### src/rtl/alu_seq_exec.sv
// rtl/alu_seq_exec.sv - ALU execute stage with valid/ready handshake and iterative shifter
// Define ALU_FAST_SHIFT_EN to replace the 1-bit/cycle shifter with a single-cycle barrel shifter.
module alu_seq_exec #(
    parameter int XLEN    = 32,
    parameter int SHAMT_W = 5
) (
    input  logic            clk,
    input  logic            rst_n,
    input  logic            in_valid,
    output logic            in_ready,
    input  logic [3:0]      alu_sel,
    input  logic [XLEN-1:0] op_a,
    input  logic [XLEN-1:0] op_b,
    output logic            out_valid,
    input  logic            out_ready,
    output logic [XLEN-1:0] result,
    output logic            zero,
    output logic            illegal,
    output logic            busy
);

    localparam logic [3:0] ALU_ADD  = 4'd0;
    localparam logic [3:0] ALU_SUB  = 4'd1;
    localparam logic [3:0] ALU_SLL  = 4'd2;
    localparam logic [3:0] ALU_SLT  = 4'd3;
    localparam logic [3:0] ALU_SLTU = 4'd4;
    localparam logic [3:0] ALU_XOR  = 4'd5;
    localparam logic [3:0] ALU_SRL  = 4'd6;
    localparam logic [3:0] ALU_SRA  = 4'd7;
    localparam logic [3:0] ALU_OR   = 4'd8;
    localparam logic [3:0] ALU_AND  = 4'd9;

    typedef enum logic [1:0] {
        IDLE  = 2'd0,
        SHIFT = 2'd1,
        DONE  = 2'd2
    } state_t;

    state_t              state_q, state_d;
    logic [XLEN-1:0]     result_q, result_d;
    logic                zero_q, zero_d;
    logic                illegal_q, illegal_d;
    logic                accept;
    logic [SHAMT_W-1:0]  shamt;
    logic [XLEN-1:0]     alu_res;
    logic                alu_ill;

    assign in_ready  = (state_q == IDLE);
    assign out_valid = (state_q == DONE);
    assign busy      = (state_q != IDLE);
    assign result    = result_q;
    assign zero      = zero_q;
    assign illegal   = illegal_q;
    assign accept    = in_valid & in_ready;
    assign shamt     = op_b[SHAMT_W-1:0];

`ifndef ALU_FAST_SHIFT_EN
    logic [SHAMT_W-1:0]  cnt_q, cnt_d;
    logic [3:0]          sel_q, sel_d;
    logic                is_shift;

    assign is_shift = (alu_sel == ALU_SLL) || (alu_sel == ALU_SRL) || (alu_sel == ALU_SRA);

    function automatic logic [XLEN-1:0] shift1(input logic [XLEN-1:0] v, input logic [3:0] sel);
        if (sel == ALU_SLL)      return {v[XLEN-2:0], 1'b0};
        else if (sel == ALU_SRL) return {1'b0, v[XLEN-1:1]};
        else                     return {v[XLEN-1], v[XLEN-1:1]};
    endfunction
`endif

    // Iterative build: shift codes yield op_a here, which is both the shamt==0 answer and the shifter seed.
    always_comb begin
        alu_res = '0;
        alu_ill = 1'b0;
        case (alu_sel)
            ALU_ADD:  alu_res = op_a + op_b;
            ALU_SUB:  alu_res = op_a - op_b;
            ALU_SLT:  alu_res = {{(XLEN-1){1'b0}}, ($signed(op_a) < $signed(op_b))};
            ALU_SLTU: alu_res = {{(XLEN-1){1'b0}}, (op_a < op_b)};
            ALU_XOR:  alu_res = op_a ^ op_b;
            ALU_OR:   alu_res = op_a | op_b;
            ALU_AND:  alu_res = op_a & op_b;
`ifdef ALU_FAST_SHIFT_EN
            ALU_SLL:  alu_res = op_a << shamt;
            ALU_SRL:  alu_res = op_a >> shamt;
            ALU_SRA:  alu_res = $signed(op_a) >>> shamt;
`else
            ALU_SLL, ALU_SRL, ALU_SRA: alu_res = op_a;
`endif
            default:  alu_ill = 1'b1;
        endcase
    end

    always_comb begin
        state_d   = state_q;
        result_d  = result_q;
        zero_d    = zero_q;
        illegal_d = illegal_q;
`ifndef ALU_FAST_SHIFT_EN
        cnt_d     = cnt_q;
        sel_d     = sel_q;
`endif
        case (state_q)
            IDLE: begin
                if (accept) begin
                    result_d  = alu_res;
                    zero_d    = (alu_res == '0);
                    illegal_d = alu_ill;
                    state_d   = DONE;
`ifndef ALU_FAST_SHIFT_EN
                    if (is_shift && (shamt != '0)) begin
                        cnt_d   = shamt;
                        sel_d   = alu_sel;
                        state_d = SHIFT;
                    end
`endif
                end
            end
            SHIFT: begin
`ifndef ALU_FAST_SHIFT_EN
                result_d = shift1(result_q, sel_q);
                zero_d   = (shift1(result_q, sel_q) == '0);
                cnt_d    = cnt_q - {{(SHAMT_W-1){1'b0}}, 1'b1};
                if (cnt_q == {{(SHAMT_W-1){1'b0}}, 1'b1}) state_d = DONE;
`else
                state_d = IDLE;
`endif
            end
            DONE: begin
                if (out_ready) state_d = IDLE;
            end
            default: state_d = IDLE;
        endcase
    end

    always_ff @(posedge clk or negedge rst_n) begin
        if (!rst_n) begin
            state_q   <= IDLE;
            result_q  <= '0;
            zero_q    <= 1'b0;
            illegal_q <= 1'b0;
`ifndef ALU_FAST_SHIFT_EN
            cnt_q     <= '0;
            sel_q     <= '0;
`endif
        end else begin
            state_q   <= state_d;
            result_q  <= result_d;
            zero_q    <= zero_d;
            illegal_q <= illegal_d;
`ifndef ALU_FAST_SHIFT_EN
            cnt_q     <= cnt_d;
            sel_q     <= sel_d;
`endif
        end
    end

endmodule

### config.mk
export PLATFORM = sky130hd
export DESIGN_NAME = alu_seq_exec
export DESIGN_NICKNAME = d
export VERILOG_FILES = /design/src/rtl/alu_seq_exec.sv
export SDC_FILE = /design/constraint.sdc
export NUM_CORES = 1
export LEC_CHECK = 0
export ABC_AREA = 1
export CELL_PAD_IN_SITES_DETAIL_PLACEMENT = 1
export CELL_PAD_IN_SITES_GLOBAL_PLACEMENT = 2
export CORE_AREA = 3 3 193 195
export DETAILED_ROUTE_END_ITERATION = 8
export DIE_AREA = 0 0 196 198
export PLACE_DENSITY = 0.77
export RECOVER_POWER = 100
export SLEW_MARGIN = 20
export SYNTH_ARGS = -nofsm -noshare
export SYNTH_HDL_FRONTEND = slang
export SYNTH_SLANG_ARGS = --single-unit
export TNS_END_PERCENT = 30
### constraint.sdc
create_clock -name clk -period 1.7 [get_ports clk]
set_input_delay 0.34 -clock clk [delete_from_list [all_inputs] [get_ports clk]]
set_output_delay 0.34 -clock clk [all_outputs]
set_load 0.01 [all_outputs]
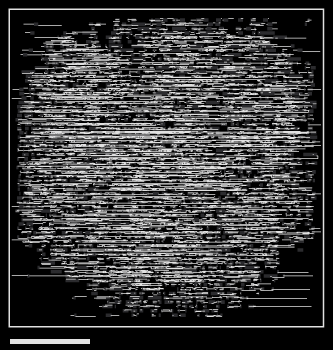
(run_1/layer_met1.png)
The bar under the picture is 50 µm long. Cells faint in the background.
The layer holds 40% of the routed length. The layer carries 22.4 mm of wire. 2273 nets have wire on it. The wires run mostly horizontal. The longest straight run is 60.7 µm.

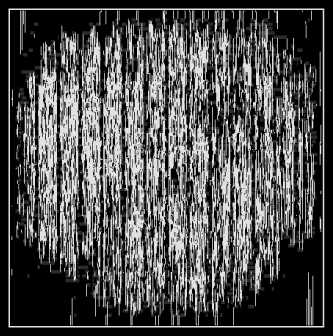
(run_1/layer_met2.png)
Cells faint in the background.
The longest straight run is 75.5 µm. The layer holds 51% of the routed length. The layer carries 28.3 mm of wire.

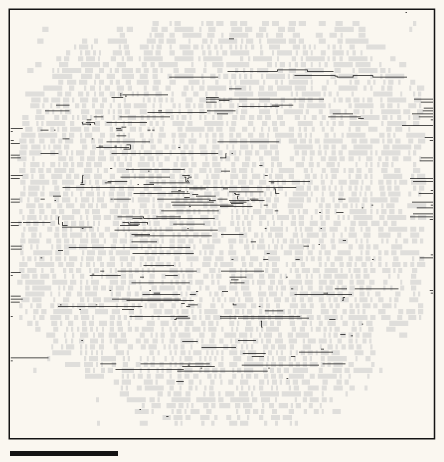
(run_1/layer_met3.png)
The bar under the picture is 50 µm long. Cells faint in the background.
The layer carries 2330 µm of wire. The layer holds 4.2% of the routed length. The longest straight run is 108 µm. 182 nets have wire on it. The wires run mostly horizontal.

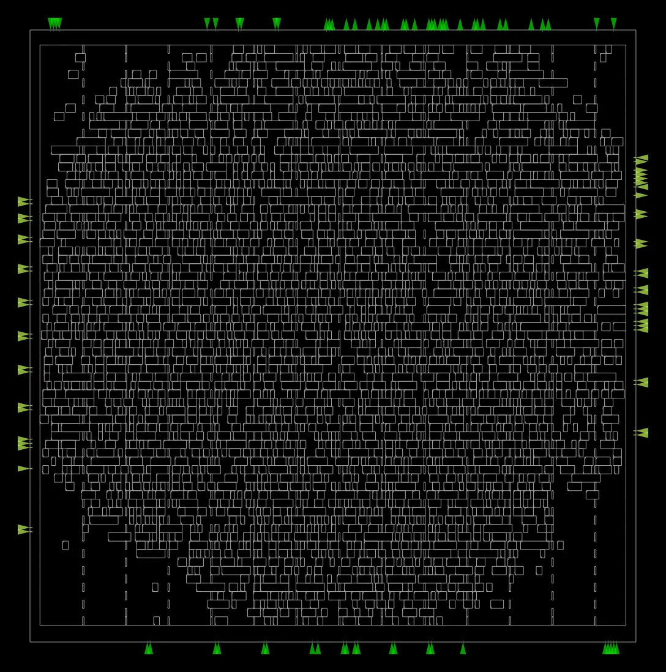
(run_1/placement.png)
flop share of the area: 6.09%
final core utilization: 52.0%
FP Rows: 69

==> results.py, run 1 <==
# Flow results
metrics = {
    "cells_and_area": {
        "final_cell_mix": "buf_4 (465), nand2_1 (323), inv_1 (190)",
        "finalInstanceArea_mm2": 0.0185,
        "nFillCells": 4457,
        "area_growth_pct": 93.6,
        "drive_gt1_share_pct": 57.1,
    },
    "die": {
        "die_w_um": 196,
        "core-area_mm2": 0.0356,
        "die_y_um": 198,
    },
    "setup_path": {
        "endpoint_kind": "flip-flop",
        "reg2reg_setup_slack_ps": -480,
        "crit_path_top_delay_cell": "fa_2",
        "cp_num_buf_inv": 4,
        "critPathArrivalTime_ps": 2720,
    },
    "sta": {
        "setup_violations": 37,
        "worst_slack_ps": -787,
        "relSlewSlack_pct": 18.7,
        "hold_viol": 0,
        "holdWs_ps": 377,
        "fin_setup_tns_ps": -14240,
        "max_freq_ghz": 0.402,
        "rsz0062_at_grt": "yes",
    },
    "global_route": {
        "top_usage_layer": "met2",
        "grt_pass1_wl_mm": 81.6,
        "grt_util_met1_pct": 32.2,
        "grtUsageMet2_pct": 48.5,
        "grt_overflow_total": 0,
    },
    "synthesis": {
        "largest_area_cell": "nand2_1",
        "syn_area_per_cell_um2": 5.66,
        "ys_area_mm2": 0.00955,
        "synth-edff-count": 0,
        "postSynth.asyncResetShare_pct": 100,
        "yosysCellCount": 1687,
        "top_area_share_pct": 20.6,
    },
    "drt": {
        "drc": 0,
        "dr_wl_met2_mm": 28.3,
        "first_pass_iters": 5,
        "wirelength_met1_mm": 22.4,
        "wl_per_cell_um": 20.1,
        "wl_met3_mm": 2.33,
        "post_drt_via_cell_ratio": 5.04,
        "top_layer": "met4",
    },
    "pwr": {
        "combPwrFrac_pct": 75.5,
        "power_clock_uw": 1330,
        "totalPowerFinal_uw": 13300,
        "swShare_pct": 47.0,
        "maxPowerGroup": "combinational cells",
        "switchingPower_uw": 6270,
    },
    "placement": {
        "portBuffers": 108,
        "dpl.hpwl_mm": 42.1,
        "gp_congestion": 0.961,
    },
    "min_path": {
        "hold_class": "in2async",
    },
    "cts": {
        "clk_root_buffer_cell": "clkbuf_16",
        "post_cts_buffers": 83,
        "clk_latency_ps": 300,
        "htreeDepth": 2,
        "clkSlewWorstSetupHoldPaths_ps": 70,
    },
    "status": {
        "status": "finished, violations left",
        "violations": "setup timing",
    },
}
run 1: cell type report:
cell class | count | area, µm² | area share, %
repair buffers | 663 | 5500 | 29.8
well taps | 461 | 577 | 3.12
inverters | 327 | 1300 | 7.03
flip-flops and latches | 45 | 1130 | 6.09
multi-input cells | 1257 | 9780 | 52.9
clock inverters | 3 | 68.8 | 0.372
clock buffers | 5 | 125 | 0.677
run 1: cell usage after synthesis (5+ instances only):
library cell / number
o21bai_1: 7
a21oi_2: 6
nor3_1: 14
a221oi_1: 13
ha_1: 105
nor2_1: 136
buf_6: 12
or2_2: 5
clkbuf_1: 14
o21ai_1: 6
o221ai_1: 23
a21oi_1: 51
inv_2: 39
buf_4: 15
nand2_2: 20
o211ai_1: 12
o22ai_1: 43
inv_1: 284
nand4_1: 23
nand3_1: 147
o21ai_0: 48
nor2_2: 33
dfrtp_1: 45
buf_2: 15
nor2_4: 9
nand2_1: 523
run 1: cell families after synthesis:
logic type / after synthesis / share of synthesized area [%]
muxes: 2 / 0.210
AOI/OAI and AO/OA: 220 / 14.6
xor gates and xnor gates: 1 / 0.0917
buffers and inverters: 385 / 16.9
and+or+nand+nor: 927 / 42.2
adders and majority gates: 107 / 14.2
DFF: 45 / 11.8
run 1: worst paths after layout:
path,start,cells past startpoint,to
setup reg to reg,sel_q[2],9,zero
min in group clk,alu_sel[1],3,illegal
hold / removal,rst_n,2,sel_q[3]
setup / recovery,op_b[0],17,zero
hold reg to reg,sel_q[2],2,sel_q[2]
max in group asynchronous,rst_n,2,result[17]
run 1: flip-flops by register name, summed over array words and instances, names as in the netlist:
signal and flops:
illegal 1, state_q 2, cnt_q 5, zero 1
sel_q 4, result 32
==> run_1/flops_by_reg.png <==
Other sequential cells in the stronger grey, the rest of the logic in the fainter grey.
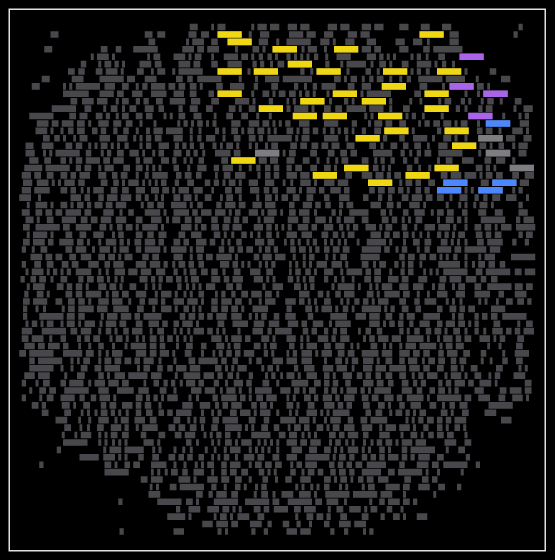

==> run 2, diff against run 1 <==
--- a/config.mk
+++ b/config.mk
@@ -11,7 +11,7 @@
 export CORE_AREA = 3 3 193 195
 export DETAILED_ROUTE_END_ITERATION = 8
 export DIE_AREA = 0 0 196 198
-export PLACE_DENSITY = 0.77
+export PLACE_DENSITY_LB_ADDON = 0.1
 export RECOVER_POWER = 100
 export SLEW_MARGIN = 20
 export SYNTH_ARGS = -nofsm -noshare
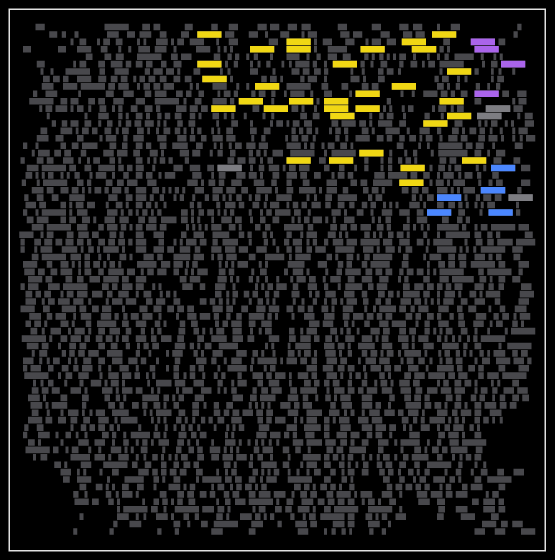
(run_2/flops_by_reg.png)
Other sequential cells in the stronger grey, the rest of the logic in the fainter grey.
Key: cnt_q = blue [placed flops 5]; result = yellow [placed flops 32]; sel_q = purple [placed flops 4, where top right]
Another 4 sequential cells are not coloured.

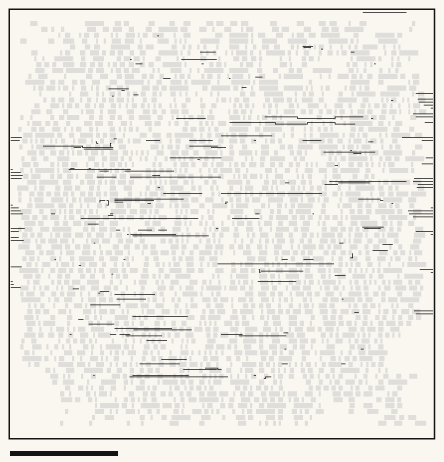
(run_2/layer_met3.png)
The bar under the picture is 50 µm long. Cells faint in the background.
134 nets have wire on it. The layer carries 1550 µm of wire. The wires run mostly horizontal. The layer holds 2.9% of the routed length. The longest straight run is 54.1 µm.

==> results.py, run 2 <==
# Flow results
metrics = {
    "setup_path": {
        "reg2reg_setup_slack_ps": -500,
        "r2r_cells": 9,
        "endpoint_kind": "flip-flop",
        "critPathArrivalTime_ps": 2610,
    },
    "cells_and_area": {
        "final_cell_mix": "buf_4 (472), nand2_1 (309), inv_1 (176)",
        "area_growth_pct": 96.6,
        "finalInstanceArea_mm2": 0.0188,
        "drive_gt1_share_pct": 58.4,
        "nFillCells": 4479,
        "diodes": 0,
        "fin_util_pct": 52.8,
        "largest_register_ffs": 32,
        "fin_nets": 2486,
    },
    "synthesis": {
        "ys_area_mm2": 0.00955,
        "synth-seq-cells": 45,
        "logic_family": "simple AND/OR/NAND/NOR gates",
        "synth-simple-area-share_pct": 42.2,
        "top_cells_by_count": "nand2_1 (523), inv_1 (284), nand3_1 (147)",
        "ys_sh_mux_pct": 0.210,
        "syn_area_per_cell_um2": 5.66,
        "yosysCellCount": 1687,
        "synth-edff-count": 0,
        "synth_adder_area_share_pct": 14.2,
        "ys_sh_xor_pct": 0.0917,
        "top_area_share_pct": 20.6,
        "top_cell": "nand2_1",
        "aoi_share_pct": 14.6,
        "largest_area_cell": "nand2_1",
        "postSynth.asyncResetShare_pct": 100,
        "syn-cell-area_mm2": 0.00955,
    },
    "die": {
        "die_y_um": 198,
        "rows": 69,
        "fp_util_pct": 26.8,
        "die_w_um": 196,
        "core-area_mm2": 0.0356,
    },
    "cts": {
        "clk_latency_ps": 300,
        "htreeDepth": 2,
        "cts-buffers-inserted": 5,
        "clkSinkCount": 45,
        "clk_root_buffer_cell": "clkbuf_16",
        "clkSlewWorstSetupHoldPaths_ps": 70,
    },
    "min_path": {
        "hold_class": "in2async",
    },
    "drt": {
        "drc": 0,
        "post_drt_via_cell_ratio": 4.92,
        "wl_per_cell_um": 19.6,
        "first_pass_iters": 5,
    },
    "global_route": {
        "grt_overflow_total": 0,
        "grt_pass1_wl_mm": 82.2,
    },
    "pwr": {
        "switchingPower_uw": 6230,
        "power_clock_uw": 1200,
        "p_comb_uw": 10100,
        "swShare_pct": 47.1,
        "maxPowerGroup": "combinational cells",
        "combPwrFrac_pct": 76.3,
        "totalPowerFinal_uw": 13200,
        "seq_power_share_pct": 14.6,
    },
    "sta": {
        "hold_viol": 0,
        "worst_slack_ps": -677,
        "relSlewSlack_pct": 17.4,
        "max_freq_ghz": 0.421,
        "rsz0062_at_grt": "yes",
        "setup_violations": 41,
        "fin_setup_tns_ps": -12760,
        "holdWs_ps": 385,
    },
    "status": {
        "violations": "setup timing",
        "status": "finished, violations left",
    },
    "placement": {
        "portBuffers": 108,
        "gp_congestion": 0.938,
        "dp_slack_ps": -1810,
        "dpl.hpwl_mm": 43.3,
    },
    "flow_run": {
        "tool_warnings": 101,
    },
}
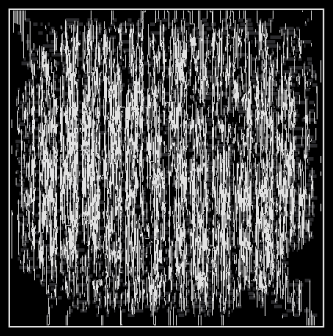
(run_2/layer_met2.png)
Cells faint in the background.
2200 nets have wire on it. The layer holds 51% of the routed length. The layer carries 27.8 mm of wire. The wires run mostly vertical. The longest straight run is 76.2 µm.

-- run 2: cells by family (layout without fill, tap and decap cells) --
kind of cell | after synthesis | count (layout)
compound gates | 220 | 220
mux | 2 | 2
flops | 45 | 45
fa+ha+maj | 107 | 107
xor+xnor | 1 | 1
simple gates | 927 | 927
buf+inv | 385 | 1006
-- run 2: timing repair --
item                       4_1_cts  5_1_grt
pin swaps                      282      144
setup endpoints to repair       47       43
resized                        925      201
setup buffers                  119       29
-- run 2: worst max-delay path: stages --
cell     delay [ps]
buf_8           100
inv_6            50
ha_4            210
buf_6           130
buf_6           110
nor2_4          160
nand2_2          90
inv_2           100
nand2_4          70
inv_2            60
nand2_2          40
nand2_1          70
nand2_1          50
nand3_1          60
nand2_1          60
nor2_2          140
buf_6           150
nand2_4          50
nor2_4          120
nand3_4          90
nor2_4          110
nand3_2          80
a21oi_2         140
-- run 2: area by class of cell --
type                       count  area [µm²]  area share (%)
sequential                    45        1130            6.00
multi-input combinational   1257        9880            52.6
clock inverter                 2        37.5           0.200
inverter                     327        1340            7.12
clock buffer                   6         139           0.740
timing repair buffer         671        5670            30.2
tap                          461         577            3.07
-- run 2: metal layers --
metal / up-vias / track usage, % / share of wire [%]
met5: - / 0 / 0
met4: 0 / 8.40 / 3.6
met3: 84 / 1.85 / 2.9
met2: 245 / 50.0 / 51
met1: 6682 / 33.2 / 42
li1: 6602 / - / -
-- run 2: final timing paths --
| kind | start | to |
|---|---|---|
| worst max-delay path | op_b[7] | zero |
| worst min-delay path | rst_n | sel_q[3] |
| worst max register to register | sel_q[0] | zero |
| worst min register to register | illegal | illegal |
| max in group asynchronous | rst_n | result[23] |
| min in group clk | op_b[2] | cnt_q[2] |
==> run_2/layer_met1.png <==
The bar under the picture is 50 µm long. Cells faint in the background.
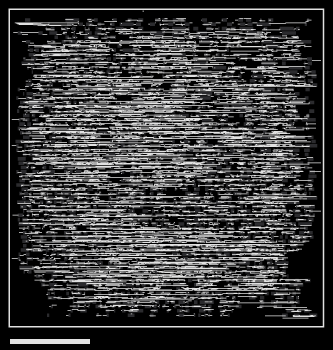

==> run 3, diff against run 2 <==
--- a/config.mk
+++ b/config.mk
@@ -6,11 +6,12 @@
 export NUM_CORES = 1
 export LEC_CHECK = 0
 export ABC_AREA = 1
+export CAP_MARGIN = 20
 export CELL_PAD_IN_SITES_DETAIL_PLACEMENT = 1
 export CELL_PAD_IN_SITES_GLOBAL_PLACEMENT = 2
-export CORE_AREA = 3 3 193 195
+export CORE_AREA = 3 3 175 177
 export DETAILED_ROUTE_END_ITERATION = 8
-export DIE_AREA = 0 0 196 198
+export DIE_AREA = 0 0 178 180
 export PLACE_DENSITY_LB_ADDON = 0.1
 export RECOVER_POWER = 100
 export SLEW_MARGIN = 20
==> constraint.sdc (replaced) <==
create_clock -name clk -period 2.79 [get_ports clk]
set_input_delay 0.558 -clock clk [delete_from_list [all_inputs] [get_ports clk]]
set_output_delay 0.558 -clock clk [all_outputs]
set_load 0.01 [all_outputs]
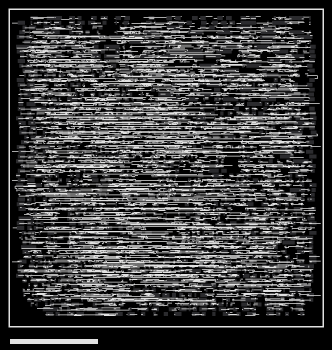
(run_3/layer_met1.png)
The bar under the picture is 50 µm long. Cells faint in the background.
2157 nets have wire on it. The layer carries 21.2 mm of wire. The wires run mostly horizontal. The longest straight run is 81.9 µm. The layer holds 42% of the routed length.

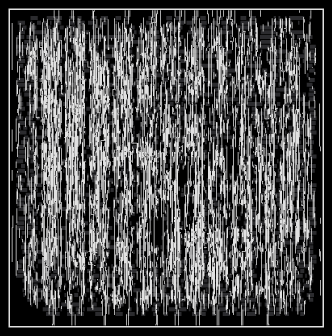
(run_3/layer_met2.png)
Cells faint in the background.
2075 nets have wire on it. The wires run mostly vertical. The layer carries 25.1 mm of wire.

==> results.py, run 3 <==
# Flow results
metrics = {
    "status": {
        "status": "finished, violations left",
        "violations": "setup timing",
    },
    "placement": {
        "dpl.hpwl_mm": 41.1,
        "gp_congestion": 0.933,
        "dp_slack_ps": -965,
        "portBuffers": 108,
    },
    "setup_path": {
        "reg2reg_from": "state_q[0]",
        "crit_chain": "clkdlybuf4s50_1 > inv_1 > ha_4 > buf_8 > inv_2 > o21bai_4 > buf_4 > nor2_1 > o21ai_1 > nor2_1 > nand3_1 > nand3_1 > nand3_2 > nor2_2 > nand3_2 > a21oi_2",
        "cpPeakStageDelay_ps": 470,
        "critPathArrivalTime_ps": 3020,
        "startpoint": "op_a[28]",
        "cp-endpoint": "zero",
        "reg2reg_setup_slack_ps": 630,
        "crit_path_top_delay_cell": "clkdlybuf4s50_1",
        "r2r_cells": 11,
        "cp_top_family": "buffers and inverters",
    },
    "cells_and_area": {
        "diodes": 0,
        "nFillCells": 3807,
        "fin_util_pct": 56.3,
        "area_growth_pct": 73.3,
    },
    "synthesis": {
        "ys_area_mm2": 0.00955,
        "largest_area_cell": "nand2_1",
        "top_area_share_pct": 20.6,
        "top_cells_by_count": "nand2_1 (523), inv_1 (284), nand3_1 (147)",
        "synth-seq-cells": 45,
        "yosysCellCount": 1687,
    },
    "global_route": {
        "grt_pass1_wl_mm": 75.0,
        "use_met3_pct": 2.89,
        "grtUsageMet2_pct": 52.8,
        "grt_util_met1_pct": 37.3,
        "top_usage_layer": "met2",
    },
    "min_path": {
        "hold_class": "in2async",
    },
    "sta": {
        "max_freq_ghz": 0.358,
        "hold_viol": 0,
        "worst_slack_ps": -0.741,
        "setup_violations": 1,
    },
    "cts": {
        "htreeDepth": 2,
        "clk_root_buffer_cell": "clkbuf_16",
        "clk_latency_ps": 290,
        "cts-buffers-inserted": 5,
    },
    "drt": {
        "drc": 0,
    },
    "die": {
        "die_w_um": 178,
        "die_y_um": 180,
    },
    "pwr": {
        "totalPowerFinal_uw": 6640,
    },
    "flow_run": {
        "tool_warnings": 100,
    },
}
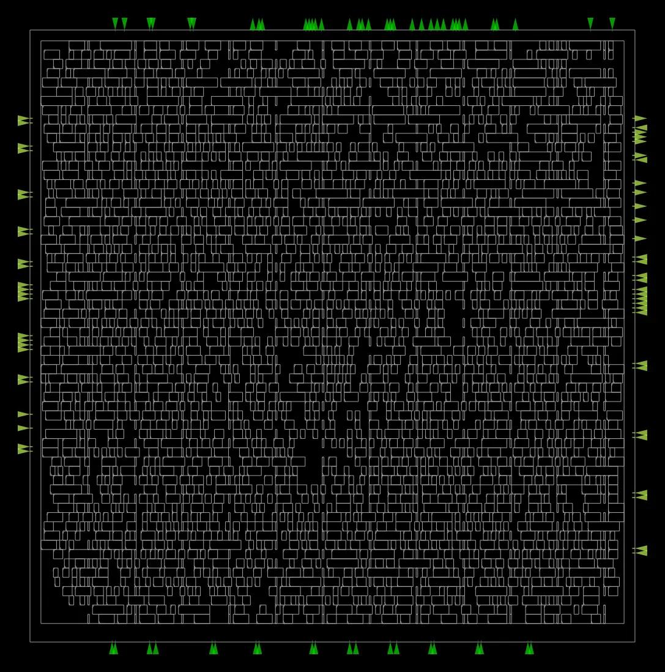
(run_3/placement.png)
flop share of the area: 6.81%
Core ar.: 0.0294 mm²
# Taps: 390
Flops: 45

run 3: cell types whose count changed in the layout (fill, tap and decap cells not counted), sizes merged, moves of 2 or more:
cell	before	now
buf	605	466
clkbuf	19	12
clkdlybuf4s15	5	2
clkdlybuf4s50	25	12
clkinv	4	6
dlygate4sd2	12	1
dlygate4sd3	11	35
dlymetal6s2s	0	51
run 3: cell type report:
| cell class | count | area share, % |
|---|---|---|
| Timing Repair Buffer | 574 | 29.7 |
| Clock buffer | 5 | 0.756 |
| Tap cell | 390 | 2.95 |
| Sequential cell | 45 | 6.81 |
| Multi-Input combinational cell | 1257 | 52.2 |
| Clock inverter | 3 | 0.106 |
| Inverter | 327 | 7.49 |
run 3: where the power goes:
part / switching [µW] / total, µW / internal, µW / leakage, µW
registers: 243 / 1170 / 927 / 0.000575
logic: 2770 / 4860 / 2090 / 0.00824
clock network: 274 / 603 / 329 / 0.0000696
run 3: layer usage:
layer | wire [µm] | part of all wire (%)
met1 | 21200 | 42
met3 | 2170 | 4.3
met4 | 2270 | 4.5
met5 | 13 | 0.026
met2 | 25100 | 49
run 3: stage by stage:
| stage | hold WS, ps | setup TNS (ps) |
|---|---|---|
| after detailed placement | 462 | -15070 |
| final | 410 | -0.741 |
| after global routing | 513 | -177 |
| after floorplan | 262 | 0 |
| after CTS | 202 | -282 |
| after global placement | 455 | -13090 |
run 3: cells by family (layout without fill, tap and decap cells):
logic type,after synthesis,in the layout,synth area share [%]
simple gates,927,927,42.2
buf+inv,385,909,16.9
compound gates,220,220,14.6
fa+ha+maj,107,107,14.2
flops,45,45,11.8
mux,2,2,0.210
xor+xnor,1,1,0.0917
run 3: timing repair:
action                                  4_1_cts  5_1_grt
endpoints found under the setup margin       25       24
setup buffers                                20       43
resized                                     219      395
pin swaps                                    55      151
Power is estimated from default activity; no workload was simulated.
